==> config.mk <==
export PLATFORM = sky130hd
export DESIGN_NAME = dmem_access_flat
export DESIGN_NICKNAME = d
export VERILOG_FILES = /design/src/rtl/dmem_access_if.sv /design/src/rtl/dmem_access.sv /design/src/flat_wrapper.sv
export SDC_FILE = /design/constraint.sdc
export NUM_CORES = 1
export LEC_CHECK = 0
export ABC_AREA = 1
export CORE_MARGIN = 2
export CORE_UTILIZATION = 39
export DETAILED_ROUTE_END_ITERATION = 16
export PLACE_DENSITY = 0.77
export REMOVE_ABC_BUFFERS = 1
export SYNTH_ARGS = -nofsm -noshare
export SYNTH_HDL_FRONTEND = slang
export SYNTH_SLANG_ARGS = --single-unit
==> constraint.sdc <==
create_clock -name clk -period 6.11 [get_ports clk]
set_input_delay 1.5275 -clock clk [delete_from_list [all_inputs] [get_ports clk]]
set_output_delay 1.5275 -clock clk [all_outputs]
set_load 0.02 [all_outputs]
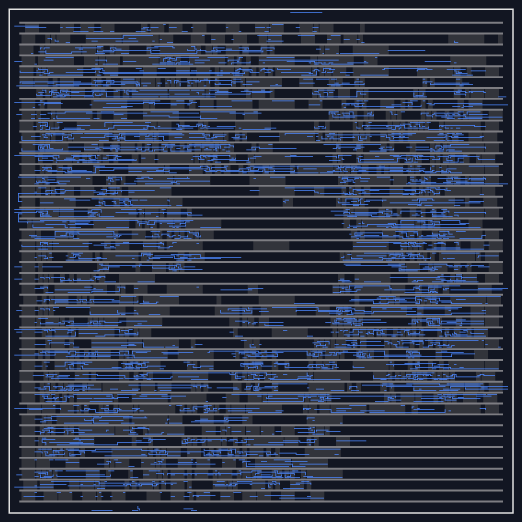
Fig. 1. M1 wires.
Scale: 4 px per um. Supply wires on this layer in gray. Cells faint in the background.
The wires run mostly horizontal. 1006 nets have wire on it. The longest straight run is 35.0 um. The layer carries 7240 um of wire.
via count: 5908
DRT Wirelength: 18000 um
GRT met1 Usage: 0.283

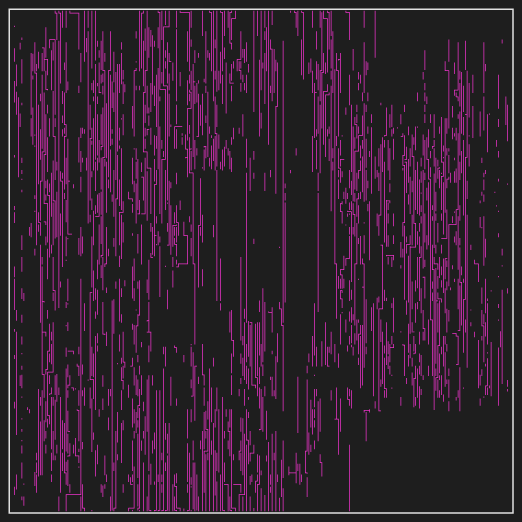
Fig. 2. Metal 2.
Scale: 4 px per um.
The layer carries 8590 um of wire. The layer holds 48% of the routed length. 877 nets have wire on it.
grt met2 use: 0.381

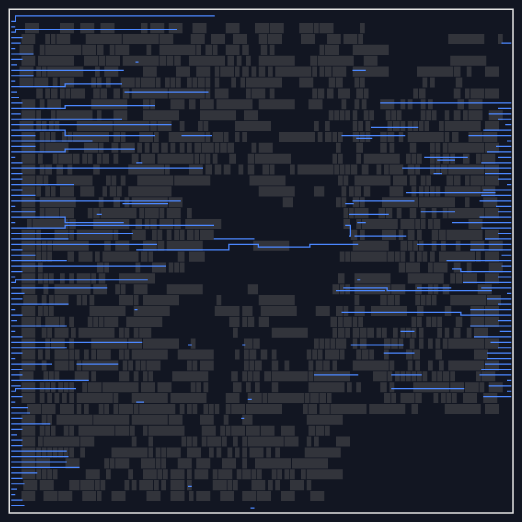
Fig. 3. Metal 3.
Scale: 4 px per um. Cells faint in the background.
The layer holds 10% of the routed length. The longest straight run is 49.7 um.
M3 GR Usage: 0.0766

==> impl_metrics.yaml <==
# physical design summary
outcome:
  status: "finished, final reports clean"
cells_and_area:
  clock_area_frac: 0.0354
  final_area_um2: 8490
die:
  taps: 184
grt:
  busiest_layer: "met2"
  grt_start_max_net_pins: 106
  gr-total-overflow: 0
placed_design:
  portBuffers: 238
  dp_hpwl_um: 12700
  place_area_um2: 8190
detailed_routing:
  wl_met3_um: 1830
  wl_met1_um: 7240
  wl_met2_um: 8590
logic_synthesis:
  yosysCellCount: 829
  adder_share: 0
  ys_sh_aoi: 0.112
  ys_types: 27
  area_leaders: "dfrtp_1 (47%), nand2_1 (27%), a21oi_1 (4.9%), o21ai_0 (4.6%), inv_1 (3.1%)"
final_timing:
  rsz0062_at_grt: "no"
  timing.final.crit_share: 0.870
  max_slew_margin: 0.341
  fmax_mhz: 188
  setup-tns-final_ps: 0
clock_tree:
  cts_setup_buffers: 0
  cts_resized: 0
  cts-root-buf: "clkbuf_16"
  cts_hold_buffers: 0
worst_setup_path:
  crit_fanout: 36
  cp.required_ps: 4580
  worstPathCellList: "clkdlybuf4s50_1, buf_4, inv_2, o21ai_2, nand2_1, nand3_4, inv_2, or2_2, clkdlybuf4s50_1"
  critical_path_class: "primary input to output pin"
  path_buffers: 5
  crit_path_end_kind: "output pin"
power:
  internal_power_mw: 2.07
Power and IR drop assume default switching activity.
